$ cat src/rtl/vga_sync_receiver.sv
// VGA timing receiver: recovers active-area coordinates from hsync/vsync/blank_b,
// checks line/frame geometry and reports lock, frame starts and sync errors.
module vga_sync_receiver #(
  parameter int H_ACTIVE    = 640,
  parameter int H_TOTAL     = 800,
  parameter int V_ACTIVE    = 480,
  parameter int V_TOTAL     = 525,
  parameter int LOCK_FRAMES = 2
) (
  input  logic       vgaclk,
  input  logic       rst_n,
  input  logic       hsync,
  input  logic       vsync,
  input  logic       blank_b,
  output logic [9:0] x,
  output logic [9:0] y,
  output logic       pixel_valid,
  output logic       frame_start,
  output logic       locked,
  output logic       sync_err
);

  localparam logic [9:0]  CNT_MAX = 10'h3FF;
  localparam logic [9:0]  X_LAST  = 10'(H_ACTIVE - 1);
  localparam logic [9:0]  Y_LAST  = 10'(V_ACTIVE - 1);
  localparam logic [10:0] H_TOT   = 11'(H_TOTAL);
  localparam logic [10:0] V_TOT   = 11'(V_TOTAL);
  localparam logic [10:0] H_ACT   = 11'(H_ACTIVE);
  localparam logic [2:0]  LOCK_N  = 3'(LOCK_FRAMES);

  typedef enum logic [1:0] {SEARCH, MEASURE, LOCKED} state_e;

  state_e     state_q;
  logic       hsync_s_q, vsync_s_q, blank_s_q;
  logic       hsync_p_q, vsync_p_q, blank_p_q;
  logic       seen_q;
  logic [2:0] good_q;
  logic [9:0] h_cnt_q, h_cnt_d;
  logic [9:0] v_cnt_q, v_cnt_d;
  logic [9:0] x_q, x_d;
  logic [9:0] y_q, y_d;
  logic       pixel_valid_q, frame_start_q, locked_q, sync_err_q;

  logic h_fall, v_fall, b_rise, b_fall;
  logic x_ovf, line_err, frame_err, active_err, tmo, err;

  assign h_fall = hsync_p_q & ~hsync_s_q;
  assign v_fall = vsync_p_q & ~vsync_s_q;
  assign b_rise = blank_s_q & ~blank_p_q;
  assign b_fall = ~blank_s_q & blank_p_q;

  always_comb begin
    h_cnt_d = (h_cnt_q == CNT_MAX) ? h_cnt_q : h_cnt_q + 10'd1;
    if (h_fall) h_cnt_d = '0;

    v_cnt_d = v_cnt_q;
    if (v_fall) v_cnt_d = '0;
    else if (h_fall && v_cnt_q != CNT_MAX) v_cnt_d = v_cnt_q + 10'd1;

    x_d   = x_q;
    x_ovf = 1'b0;
    if (b_rise) x_d = '0;
    else if (blank_s_q) begin
      if (x_q == X_LAST) x_ovf = 1'b1;
      else x_d = x_q + 10'd1;
    end

    y_d = y_q;
    if (v_fall) y_d = '0;
    else if (b_fall && y_q != Y_LAST) y_d = y_q + 10'd1;

    // An hsync fall coinciding with the vsync fall still belongs to the ending frame.
    line_err   = h_fall && (({1'b0, h_cnt_q} + 11'd1) != H_TOT);
    frame_err  = v_fall && (({1'b0, v_cnt_q} + {10'd0, h_fall}) != V_TOT);
    active_err = b_fall && (({1'b0, x_q} + 11'd1) != H_ACT);
    tmo        = (h_cnt_d == CNT_MAX) || (v_cnt_d == CNT_MAX);
    err        = (state_q != SEARCH) &&
                 (line_err || frame_err || active_err || tmo || x_ovf);
  end

  always_ff @(posedge vgaclk or negedge rst_n) begin
    if (!rst_n) begin
      hsync_s_q <= 1'b1;
      vsync_s_q <= 1'b1;
      blank_s_q <= 1'b0;
      hsync_p_q <= 1'b1;
      vsync_p_q <= 1'b1;
      blank_p_q <= 1'b0;
      seen_q    <= 1'b0;
      h_cnt_q   <= '0;
      v_cnt_q   <= '0;
      x_q       <= '0;
      y_q       <= '0;
    end else begin
      hsync_s_q <= hsync;
      vsync_s_q <= vsync;
      blank_s_q <= blank_b;
      hsync_p_q <= hsync_s_q;
      vsync_p_q <= vsync_s_q;
      blank_p_q <= blank_s_q;
      seen_q    <= seen_q | h_fall;
      h_cnt_q   <= h_cnt_d;
      v_cnt_q   <= v_cnt_d;
      x_q       <= x_d;
      y_q       <= y_d;
    end
  end

  // Errors take priority over any lock progress made by a simultaneous vsync fall.
  always_ff @(posedge vgaclk or negedge rst_n) begin
    if (!rst_n) begin
      state_q       <= SEARCH;
      good_q        <= '0;
      locked_q      <= 1'b0;
      pixel_valid_q <= 1'b0;
      frame_start_q <= 1'b0;
      sync_err_q    <= 1'b0;
    end else begin
      sync_err_q    <= 1'b0;
      frame_start_q <= 1'b0;
      pixel_valid_q <= blank_s_q & locked_q;
      if (err) begin
        state_q       <= SEARCH;
        good_q        <= '0;
        locked_q      <= 1'b0;
        pixel_valid_q <= 1'b0;
        sync_err_q    <= 1'b1;
      end else begin
        case (state_q)
          SEARCH: begin
            good_q <= '0;
            if (v_fall && (seen_q || h_fall)) state_q <= MEASURE;
          end
          MEASURE: begin
            if (v_fall) begin
              good_q <= good_q + 3'd1;
              if (good_q + 3'd1 == LOCK_N) begin
                state_q       <= LOCKED;
                locked_q      <= 1'b1;
                pixel_valid_q <= blank_s_q;
              end
            end
          end
          LOCKED: begin
            if (v_fall) frame_start_q <= 1'b1;
          end
          default: state_q <= SEARCH;
        endcase
      end
    end
  end

  assign x           = x_q;
  assign y           = y_q;
  assign pixel_valid = pixel_valid_q;
  assign frame_start = frame_start_q;
  assign locked      = locked_q;
  assign sync_err    = sync_err_q;

endmodule

$ cat config.mk
export PLATFORM = sky130hd
export DESIGN_NAME = vga_sync_receiver
export DESIGN_NICKNAME = d
export VERILOG_FILES = /design/src/rtl/vga_sync_receiver.sv
export SDC_FILE = /design/constraint.sdc
export NUM_CORES = 1
export LEC_CHECK = 0
export CORE_MARGIN = 4
export CORE_UTILIZATION = 51
export DETAILED_ROUTE_END_ITERATION = 8
export HOLD_SLACK_MARGIN = 0.06
export PLACE_DENSITY = 0.75
export SLEW_MARGIN = 20
export SYNTH_ARGS = -nofsm -noshare
export SYNTH_HDL_FRONTEND = slang
export SYNTH_SLANG_ARGS = --single-unit
$ cat constraint.sdc
create_clock -name vgaclk -period 2.6 [get_ports vgaclk]
set_input_delay 0.52 -clock vgaclk [delete_from_list [all_inputs] [get_ports vgaclk]]
set_output_delay 0.52 -clock vgaclk [all_outputs]
set_load 0.005 [all_outputs]
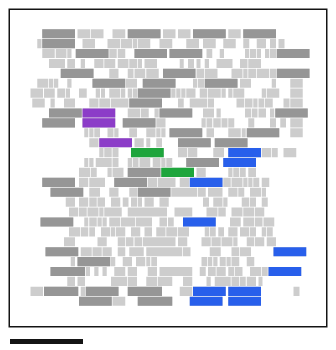
Fig. 1. Where the registers sit.
Scale bar: 20 um. Other sequential cells in the stronger grey, the rest of the logic in the fainter grey.
legend:
  state_q:
    colour: green
    placed_flops: 2
  good_q:
    colour: purple
    placed_flops: 3
  h_cnt_q:
    colour: blue
    placed_flops: 10
Sequential Power: 1.02 mW
sequential share of cell area: 37.5%

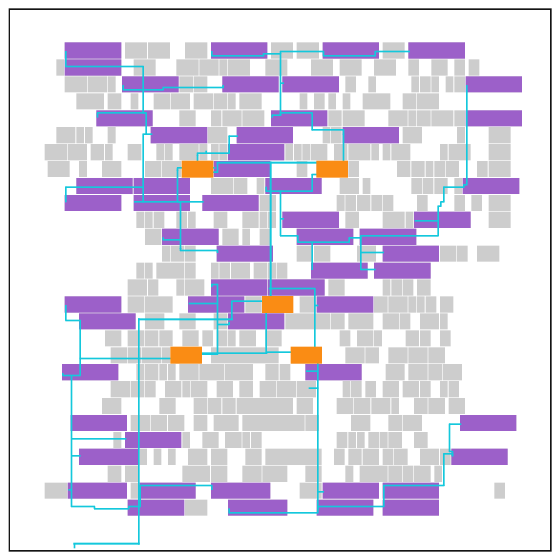
Fig. 2. Clock distribution.
legend:
  flip-flops:
    colour: purple
    count: 56
  cells driving clock nets:
    colour: orange
    count: 5
  clock wires:
    colour: cyan
    length: 664 um
flops lie: spread over the die
routed clock nets: 6
Latency at later pin: 0.31 ns
Clk power: 0.579 mW
worst-case clock skew: 0.0136 ns
Clock Power Share: 29.8%

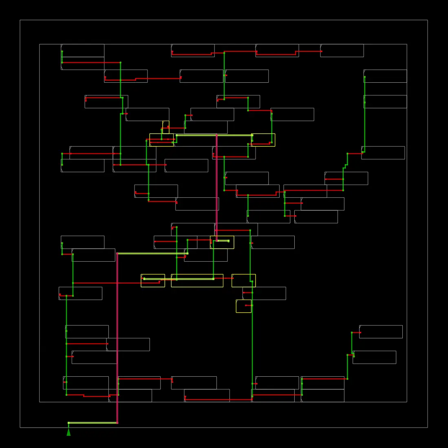
Fig. 3. Clock routing.
flop count: 56
total clock sinks: 56
Num CTS Buffers: 5
clock buf count: 6

==> deck_impl_summary.md <==
Flow Results at a Glance

Cells and area
  – Synth-to-Final Area Change: 18.5%
  – Final Non-Filler Cells: 453
  – Most numerous logic cell after layout: dfrtp_1
  – FILL cells: 480
  – Largest class: combinational gates
  – Inverters: 7
  – Layout cells sized above 1: 14.3%
  – Post-layout util: 62.9%
  – Most numerous logic cells after layout: dfrtp_1 (52), nand2_1 (38), nor2_1 (30)

Drt
  – Antenna viol nets, final: 0
  – Remaining DRCs: 0
  – Vias: 2600
  – Met2 WL post-DR: 3270 um

Synthesis
  – Synth top area cells: dfrtp_1 (41%), nand2_1 (4.6%), nor2_1 (3.6%)
  – Complex-gate fraction of the synthesized area: 14.5%
  – Avg Cell Area, Syn: 9.44 um2
  – Post-Synthesis Cells: 335
  – Yosys Chip Area: 3160 um2
  – Main logic family: simple AND/OR/NAND/NOR gates
  – Post-synth EDFFs: 0
  – Post-synth regs: 56
  – Ys async rst share: 100%
  – Post-synth seq share: 44.5%
  – Yosys cell count: 335
  – Unique cell types: 60
  – Basic Gates by Area: 26.4%
  – Net Count, Synth: 348
  – Yosys top cell by area: dfrtp_1
  – Most frequent cells after synthesis: dfrtp_1 (52), nand2_1 (39), nor2_1 (30), o21ai_0 (16), a21oi_1 (14)

Power
  – P_comb: 0.349 mW
  – Pwr top: sequential cells
  – Tot Pwr: 1.94 mW
  – PwrDens: 519 nW/um2
  – P_sw: 0.537 mW
  – Leak: 1.58 nW
  – Sequential power share: 52.3%

Floorplan
  – Core Box Area: 5960 um2
  – Initial Util: 53.1%
  – Die Height: 86.8 um
  – Site Rows: 28
  – Die area: 7530 um2

Clocking
  – Post-CTS Setup Repair Bufs: 0
  – CTS tree: done
  – Clk pin slew, worst setup/hold paths: 0.11 ns
  – H-tree Lvls: 2

Timing
  – Final worst-path cycle share: 95.7%
  – Worst Max-Slew Pin Slew: 0.564 ns
  – Final Worst Setup Slack: 0.112 ns
  – Max transition margin: 62.3%
  – Setup TNS: 0 ns
  – Tmin final: 2.49 ns

GRT
  – Met2 Usage GRT: 31.5%
  – M1 GR Usage: 25.4%
  – Vias in the first global route: 2438
  – Largest net degree at the start of global routing: 23

Critical path
  – Crit path buf inv count: 1
  – Crit start category: flip-flop
  – CP endpoint kind: flip-flop
  – Crit path max-delay family: AND-OR/OR-AND gates

Outcome
  – Outcome: completed

Job
  – MaxCap Viol Count: 0

Placed design
  – Post-DP Area: 3610 um2
-- worst paths after layout --
| check | from | to | slack [ns] | cells past startpoint |
|---|---|---|---|---|
| setup / recovery | hsync_p_q$_DFF_PN1_ | pixel_valid$_DFF_PN0_ | 0.11 | 11 |
| hold / removal | rst_n | h_cnt_q[4]$_DFF_PN0_ | 0.15 | 1 |
| setup reg to reg | hsync_p_q$_DFF_PN1_ | pixel_valid$_DFF_PN0_ | 0.11 | 11 |
| hold reg to reg | vsync_s_q$_DFF_PN1_ | vsync_p_q$_DFF_PN1_ | 0.38 | 0 |
| max in group asynchronous | rst_n | y[6]$_DFFE_PN0P_ | 1.80 | 2 |
| min in group vgaclk | vsync_s_q$_DFF_PN1_ | vsync_p_q$_DFF_PN1_ | 0.38 | 0 |
Power and IR drop assume default switching activity.
